<file path="src/rtl/arrow_rom_arbiter.sv">
// Round-robin arbiter sharing one synchronous arrow-sprite ROM between two renderers.
// Each grant carries a requester tag through the ROM latency so the returned word is routed back to its port.
module arrow_rom_arbiter #(
    parameter int unsigned ADDR_W      = 11,
    parameter int unsigned DATA_W      = 8,
    parameter int unsigned ROM_LATENCY = 1
) (
    input  logic              clock,
    input  logic              reset,
    input  logic              p1_req,
    input  logic [ADDR_W-1:0] p1_addr,
    output logic              p1_gnt,
    output logic              p1_vld,
    output logic [DATA_W-1:0] p1_data,
    input  logic              p2_req,
    input  logic [ADDR_W-1:0] p2_addr,
    output logic              p2_gnt,
    output logic              p2_vld,
    output logic [DATA_W-1:0] p2_data,
    output logic [ADDR_W-1:0] rom_addr,
    input  logic [DATA_W-1:0] rom_q,
    input  logic              clr_stats,
    output logic [15:0]       conflict_cnt
);

    localparam int unsigned CNT_W = 16;
    localparam int unsigned TAG_D = ROM_LATENCY;

    typedef enum logic {
        LAST_P1 = 1'b0,
        LAST_P2 = 1'b1
    } last_e;

    typedef struct packed {
        logic vld;
        logic is_p2;
    } tag_t;

    last_e             r_last;
    last_e             w_last_nxt;
    logic              w_p1_win;
    logic              w_p1_gnt;
    logic              w_p2_gnt;
    logic [ADDR_W-1:0] r_addr_hold;
    logic [ADDR_W-1:0] w_rom_addr;
    tag_t              r_tag [TAG_D];
    tag_t              w_tag_out;
    logic              r_p1_vld;
    logic              r_p2_vld;
    logic [DATA_W-1:0] r_p1_data;
    logic [DATA_W-1:0] r_p2_data;
    logic [CNT_W-1:0]  r_cnt;

    // Player 1 wins when alone, or on a tie when player 2 was granted last.
    assign w_p1_win = p1_req && (!p2_req || (r_last == LAST_P2));

    always_comb begin
        w_p1_gnt   = 1'b0;
        w_p2_gnt   = 1'b0;
        w_rom_addr = r_addr_hold;
        w_last_nxt = r_last;
        if (!reset) begin
            if (w_p1_win) begin
                w_p1_gnt   = 1'b1;
                w_rom_addr = p1_addr;
                w_last_nxt = LAST_P1;
            end else if (p2_req) begin
                w_p2_gnt   = 1'b1;
                w_rom_addr = p2_addr;
                w_last_nxt = LAST_P2;
            end
        end
    end

    always_ff @(posedge clock or posedge reset) begin
        if (reset) begin
            r_last      <= LAST_P2;
            r_addr_hold <= '0;
        end else begin
            r_last      <= w_last_nxt;
            r_addr_hold <= w_rom_addr;
        end
    end

    // Tag pipeline aligned with the ROM read latency.
    always_ff @(posedge clock or posedge reset) begin
        if (reset) begin
            for (int i = 0; i < int'(TAG_D); i++) begin
                r_tag[i] <= '0;
            end
        end else begin
            r_tag[0] <= '{vld: (w_p1_gnt || w_p2_gnt), is_p2: w_p2_gnt};
            for (int i = 1; i < int'(TAG_D); i++) begin
                r_tag[i] <= r_tag[i-1];
            end
        end
    end

    assign w_tag_out = r_tag[TAG_D-1];

    always_ff @(posedge clock or posedge reset) begin
        if (reset) begin
            r_p1_vld  <= 1'b0;
            r_p2_vld  <= 1'b0;
            r_p1_data <= '0;
            r_p2_data <= '0;
        end else begin
            r_p1_vld <= w_tag_out.vld && !w_tag_out.is_p2;
            r_p2_vld <= w_tag_out.vld && w_tag_out.is_p2;
            if (w_tag_out.vld && !w_tag_out.is_p2) begin
                r_p1_data <= rom_q;
            end
            if (w_tag_out.vld && w_tag_out.is_p2) begin
                r_p2_data <= rom_q;
            end
        end
    end

    // Saturating tie counter; clear wins over increment.
    always_ff @(posedge clock or posedge reset) begin
        if (reset) begin
            r_cnt <= '0;
        end else if (clr_stats) begin
            r_cnt <= '0;
        end else if (p1_req && p2_req && (r_cnt != {CNT_W{1'b1}})) begin
            r_cnt <= r_cnt + CNT_W'(1);
        end
    end

    assign p1_gnt       = w_p1_gnt;
    assign p2_gnt       = w_p2_gnt;
    assign rom_addr     = w_rom_addr;
    assign p1_vld       = r_p1_vld;
    assign p2_vld       = r_p2_vld;
    assign p1_data      = r_p1_data;
    assign p2_data      = r_p2_data;
    assign conflict_cnt = r_cnt;

endmodule
</file>
<file path="config.mk">
export PLATFORM = sky130hd
export DESIGN_NAME = arrow_rom_arbiter
export DESIGN_NICKNAME = d
export VERILOG_FILES = /design/src/rtl/arrow_rom_arbiter.sv
export SDC_FILE = /design/constraint.sdc
export NUM_CORES = 1
export LEC_CHECK = 0
export CORE_MARGIN = 5
export CORE_UTILIZATION = 35
export DETAILED_ROUTE_END_ITERATION = 7
export PLACE_DENSITY = 0.73
export SLEW_MARGIN = 25
export SYNTH_ARGS = -nofsm -noshare
export SYNTH_HDL_FRONTEND = slang
export SYNTH_SLANG_ARGS = --single-unit
</file>
<file path="constraint.sdc">
create_clock -name clock -period 3.6 [get_ports clock]
set_clock_uncertainty 0.2 [all_clocks]
set_input_delay 0.54 -clock clock [delete_from_list [all_inputs] [get_ports clock]]
set_output_delay 0.54 -clock clock [all_outputs]
set_load 0.02 [all_outputs]
</file>
### The metal 1 layer, run 1

Scale: 6 px per um. Supply wires on this layer in grey.
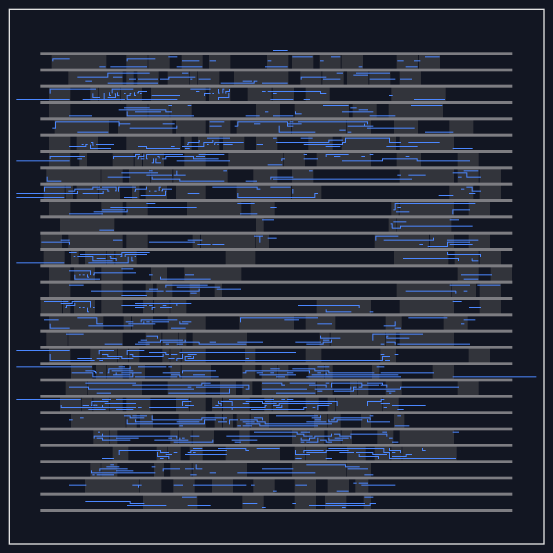
The layer holds 41% of the routed length. The wires run mostly horizontal. The longest straight run is 32.9 um. 259 nets have wire on it.

### M2 wires, run 1

Scale: 6 px per um.
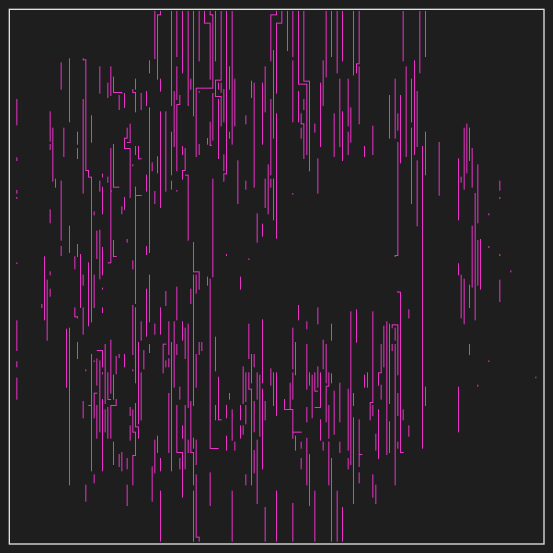
268 nets have wire on it. The wires run mostly vertical. The longest straight run is 50.3 um.
met2 GRT Util: 22.94%
Via Count: 1,817
drt total wl: 5.291 mm

==> results.txt, run 1 <==
yosys + openroad results -> status=complete, no violations, syn nets=222, Fill cells=~530, HPWL Detailed=approximately 4 mm, gr ovfl total=0, # resized after CTS=0, maximum buffer depth of the clock tree=2, worst min-delay path class=flop to flop, Synth Cell Area=~0.0022 mm^2, pin count of the biggest net entering global routing=25, critical path startpoint category=input port, fin crit share=between 90% and 100%, Iter 0 DRT Violations=roughly 95, postcts setup bufs=0, area leader, netlist=dfrtp_1, cells in synth_stat.txt=186, Pre-Repair DR Iteration Count=6, Final Hold Vio Count=0, die width=between 80 and 90 um, Ports=between 80 and 90, CTS tree=done, Achievable Freq=slightly above 0.3 GHz, Cell Type Count=38, hold path endpoint=r_addr_hold[6], tool warnings=26, global-route wire length before repair=8.818 mm, Pwr Density=about 410 mW/mm^2, most frequent cells in the layout=81 x clkdlybuf4s50_1, 47 x dfrtp_1, 18 x inv_1, worst r2r src=conflict_cnt[0], Max VDD drop=about 0.22 mV, Basic Gates by Area=between 10% and 20%, dominant logic cell type in the layout=clkdlybuf4s50_1, DP Area=between 0.003 and 0.004 mm^2, XOR/XNOR Fraction of Synth Area=0%, setup_tns=0 ns, DR DRC count=0, DIE HEIGHT=around 89 um, hold path depth=2, yosys synthesis chip area=around 0.0022 mm^2
### M3 wires, run 1

Scale: 6 px per um.
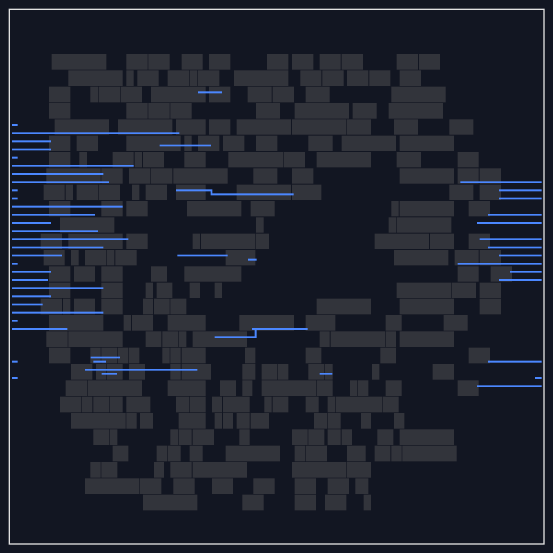
The layer holds 8.6% of the routed length. The longest straight run is 27.6 um. 50 nets have wire on it. The layer carries 456 um of wire. The wires run mostly horizontal.
met3 Use GR: 5.028%

### Congestion heat map, run 1

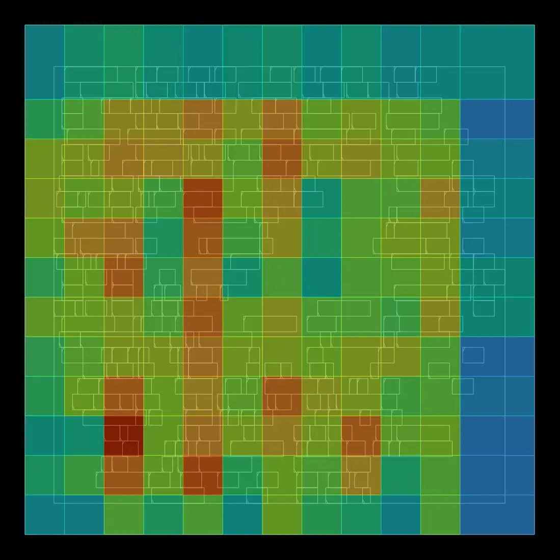
WL per Instance: 15.25 um
Final Util: 52.99%
GRT met1 Usage: 18.11%
gr usage total: 14.12%

[run 1: critical path, stage by stage]
cell and delay, ns:
clkdlybuf4s50_1 0.55, inv_1 0.08, o211a_1 0.37, a222oi_1 0.33, inv_1 0.10, clkdlybuf4s50_1 0.56
[run 1: cell type report]
type / instances / area, um^2 / share of cell area [%]
tap: 75 / 93.84 / 2.956
timing repair buffer: 86 / 848.3 / 26.72
inverter: 19 / 71.32 / 2.247
clock buffer: 6 / 82.58 / 2.602
clock inverter: 2 / 15.01 / 0.4730
multi-input combinational: 111 / 860.8 / 27.12
sequential: 48 / 1202 / 37.88
[run 1: synth_stat cells, drive strengths merged, types with 2 or more instances]
master / number
or3: 3
or4: 9
mux2: 17
nand2: 7
clkbuf: 4
and3: 2
nor4: 3
o21ai: 5
o31ai: 9
nand2b: 3
nand3: 8
dfrtp: 47
a21oi: 14
nor3: 2
a222oi: 11
nand4: 5
buf: 4
inv: 19
nor2: 3
[run 1: worst max path at each step]
stage	to	slack (ns)	cells past startpoint
after floorplan	rom_addr[1]	0.22	5
after global placement	rom_addr[3]	0.36	6
after detailed placement	rom_addr[7]	0.32	6
after CTS	rom_addr[7]	0.32	6
after global routing	rom_addr[9]	0.15	6
final	rom_addr[7]	0.33	6
[run 1: registers in the layout, indices dropped and copies added (netlist names)]
| name | flops |
|---|---|
| conflict_cnt | 16 |
| r_addr_hold | 11 |
| p1_data | 8 |
| p2_data | 8 |
| r_tag | 2 |
| p1_vld | 1 |
| p2_vld | 1 |
| r_last | 1 |
[run 1: metrics by stage]
stage	instances	worst slack (ns)	hold WS (ns)
2_1_floorplan	186	0.2173	0.2747
3_3_place_gp	339	0.3644	0.2626
3_5_place_dp	339	0.3180	0.2656
4_1_cts	347	0.3163	0.2875
5_1_grt	347	0.1508	0.3149
6_report	347	0.3295	0.2844
[run 1: where the power goes]
part           total (mW)  switching, mW  internal (mW)
combinational       0.350          0.166          0.184
sequential          0.628         0.0261          0.602
clock               0.335          0.180          0.156
total                1.31          0.372          0.942
[run 1: kinds of logic after synthesis]
family / after synthesis
buffers and inverters: 27
adders and majority gates: 1
DFF: 48
AOI/OAI and AO/OA: 43
muxes: 18
and+or+nand+nor: 49
[run 1: layer usage]
metal  up-vias  GRT usage (%)  part of all wire, %  wire [um]
li1        873              -                    -          -
met1       876          18.11                   41       2177
met2        63          22.94                   49       2614
met3         5          5.028                  8.6        456
met4         0          3.159                 0.79         42
met5         -              0                    0          0
==> run 2, diff against run 1 <==
Settings changed: CORE_ASPECT_RATIO from default to 1.1, CTS_CLUSTER_SIZE from default to 28, PLACE_DENSITY 0.73 to 0.75.
Clock period 3.6 ns to 3 ns, I/O delays scaled along.
==> run 2 against run 1 <==
Synthesized cell count unchanged. Non-clock buffer count up 3. Via count up 1.5%. Worst setup slack worse by 0.058 ns. Power up 25%. Count of clock-buffer cells in the layout down 1. Critical endpoint is now p2_gnt. Sequential share of layout area down 0.92 points. Cell count up 2.3%. Flip-flop count unchanged.
==> results.txt, run 2 <==
yosys + openroad results -> status=complete, no violations (unchanged), DR DRC count=0 (unchanged), CTS tree=done (unchanged), hold path endpoint=r_addr_hold[1] (was r_addr_hold[6]), Fill cells=556 (was 533), FF/Latch Area=0.001202 mm^2 (unchanged), Cell Type Count=38 (unchanged), worst min-delay path class=flop to flop (unchanged), Worst path most repeated cell=clkdlybuf4s50_1, Pre-Repair DR Iteration Count=6 (unchanged), Net Sw Frac=27.53% (was 28.33%), fin crit share=90.93%, logic area=860.8 um^2 (unchanged), global-route wire length before repair=9.397 mm (was 8.818 mm), Power Internal=1.193 mW (was 0.9416 mW), ys async rst share=100.0% (unchanged), yosys warns=0 (unchanged), area leader, netlist=dfrtp_1 (unchanged), CP cell instances=clkdlybuf4s50_1 -> clkinvlp_4 -> o211a_2 -> clkdlybuf4s50_1 (was clkdlybuf4s50_1 -> inv_1 -> o211a_1 -> a222oi_1 -> inv_1 -> clkdlybuf4s50_1), Final Hold Vio Count=0 (unchanged), ys flops=48 (unchanged), worst reg2reg endpoint=conflict_cnt[4] (was conflict_cnt[11]), HPWL Detailed=3.918 mm (was 3.907 mm), Achievable Freq=0.3666 GHz, Iter 0 DRT Violations=95 (unchanged), dpl cells=347 (was 339), pin count of the biggest net entering global routing=33 (was 25), Layout Nets=310 (was 307), most frequent cells in the layout=70 x clkdlybuf4s50_1, 47 x dfrtp_1, 18 x inv_1 (was 81 x clkdlybuf4s50_1, 47 x dfrtp_1, 18 x inv_1), Gate power share=25.4% (was 26.7%), DIE HEIGHT=92.72 um (was 88.87 um), Psw=0.4530 mW (was 0.3721 mW), maximum buffer depth of the clock tree=2 (unchanged), Largest register FFs=16 (unchanged), final setup violation count=0 (unchanged), reg2reg setup slack=0.68 ns (was 1.22 ns), gr ovfl total=0 (unchanged), critical path startpoint category=input port (unchanged), hold path start=r_addr_hold[1] (was r_addr_hold[6]), Ports=82 (unchanged), Synth Cell Area=0.002177 mm^2 (unchanged), dominant logic cell type in the layout=clkdlybuf4s50_1 (unchanged), Yosys top cell by instances=dfrtp_1 (unchanged), Leakage=1.461 nW (was 1.314 nW), Slowest cell on crit path=clkdlybuf4s50_1 (unchanged), Initial Utilization=35.58% (was 36.34%), fin. max-slew vios=0 (unchanged), Critical path buffers and inverters=3 (was 4), Pwr Density=505.8 mW/mm^2 (was 413.9 mW/mm^2), number of enable flip-flop cells=0 (unchanged), tool warnings=26 (unchanged), final cell count without fillers=355 (was 347), drt total wl=5.309 mm (was 5.291 mm), Mapped Cells=186 (unchanged), setup_tns=0 ns (unchanged), top cells by count=47 x dfrtp_1, 19 x inv_1, 17 x mux2_2, 14 x a21oi_1, 11 x a222oi_1 (unchanged), syn nets=222 (unchanged), Max VDD drop=0.2390 mV (was 0.2202 mV), CP peak stage delay=0.68 ns (was 0.56 ns), worst slack, placed=-0.07256 ns (was 0.3180 ns), RSZ-0062 raised after global routing=false (unchanged), sequential share of power=45.8% (was 47.8%), family with the most delay on the worst path=buffers and inverters (unchanged), Final Worst Setup Slack=0.2720 ns (was 0.3295 ns), yosys synthesis chip area=0.002177 mm^2 (unchanged), worst r2r src=conflict_cnt[0] (unchanged), maxcap violations=0 (unchanged), Via Count=1,844 (was 1,817), hold path depth=2 (unchanged), cells in synth_stat.txt=186 (unchanged), # rows=30 (was 28), die width=85.20 um (was 88.87 um), ratio of cells with drive above 1 in the final layout=16.00% (was 14.71%), postcts setup bufs=0 (unchanged)
[run 2: cell types whose count changed in the layout (fill, tap and decap cells not counted)]
cell,delta
clkdlybuf4s50_1,-11
o211a_1,-1
buf_4,+3
bufinv_16,+1
clkinv_4,+2
dlymetal6s2s_1,+11
o211a_2,+1
clkbuf_8,-1
clkinvlp_4,-1
inv_2,-1
[run 2: worst max path at each step]
stage / startpoint / to / slack, ns / cells after the start
CTS: reset / rom_addr[5] / 0.02 / 6
global route: reset / rom_addr[7] / 0.18 / 6
global placement: reset / rom_addr[0] / -0.009 / 6
floorplan: reset / rom_addr[1] / 0.12 / 5
finish: reset / p2_gnt / 0.27 / 4
detailed placement: reset / rom_addr[5] / -0.07 / 6
[run 2: power by group through the flow]
stage / Combinational, mW / Sequential, mW / Clock (mW)
6_report: 0.418 / 0.754 / 0.474
5_1_grt: 0.450 / 0.763 / 0.526
4_1_cts: 0.430 / 0.755 / 0.496
3_5_place_dp: 0.429 / 0.768 / 0
3_3_place_gp: 0.422 / 0.765 / 0
2_1_floorplan: 0.139 / 0.825 / 0
[run 2: layout make-up]
cell class	instances	share of cell area, %
Clock buffer	5	2.115
Timing Repair Buffer	89	27.62
Tap cell	80	3.077
Clock inverter	3	1.462
Inverter	19	2.308
Sequential cell	48	36.96
Multi-Input combinational cell	111	26.46
[run 2: worst min-delay path, stage by stage, from the launching register on]
cell and delay (ns):
dfrtp_1 0.34, a222oi_1 0.06, inv_1 0.06
[run 2: cell families (layout without fill, tap and decap cells)]
group / after synthesis / in the layout / share of synthesized area (%)
simple gates: 49 / 49 / 15.46
flops: 48 / 48 / 55.23
compound gates: 43 / 43 / 14.25
buf+inv: 27 / 116 / 5.229
mux: 18 / 18 / 9.253
fa+ha+maj: 1 / 1 / 0.5746
[run 2: what timing repair did]
item / CTS / global route
endpoints found under the hold margin: 0 / 0
resized: 1 / 11
endpoints found under the setup margin: 11 / 11
hold buffers: 0 / 0
[run 2: per-stage QoR]
stage               area (um^2)  power, mW  hold WS (ns)  util (%)
finish                     3253      1.646        0.2850     53.17
global route               3253      1.739        0.3098     53.17
CTS                        3226      1.681        0.2942     52.72
detailed placement         3109      1.196        0.2653     50.82
global placement           3109      1.187        0.2654     50.82
floorplan                  2181     0.9638        0.2747         -
[run 2: metal layers]
layer	track usage [%]	share of wire (%)	up-vias
li1	-	-	878
met1	18.49	42	918
met2	24.03	52	46
met3	3.826	5.3	2
met4	3.166	0.43	0
met5	0	0	-
### Clock wires, drivers and flops, run 2

Scale: 3 px per um.
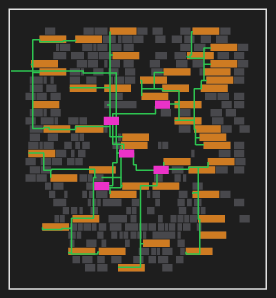
Key: cells driving clock nets = magenta [count 5]; flip-flops = orange [count 48]; clock wires = green [length 600 um]
Position of the flops: widely spread.
clock network power: 0.474 mW
Clk pwr share: 28.8%
later-pin clock latency in the skew report: 0.29 ns

### Congestion heat map, run 2

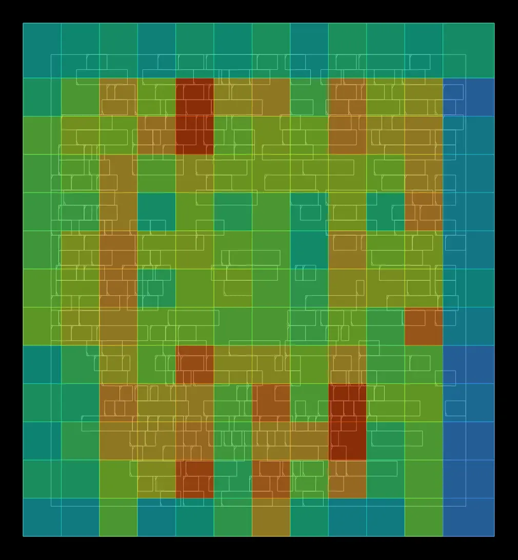
GRT met1 Usage: 18.49%
met2 GRT Util: 24.03%
WL per Instance: 14.95 um
gr usage total: 14.34%
grt peak-use layer: met2

Power is estimated from default activity; no workload was simulated.
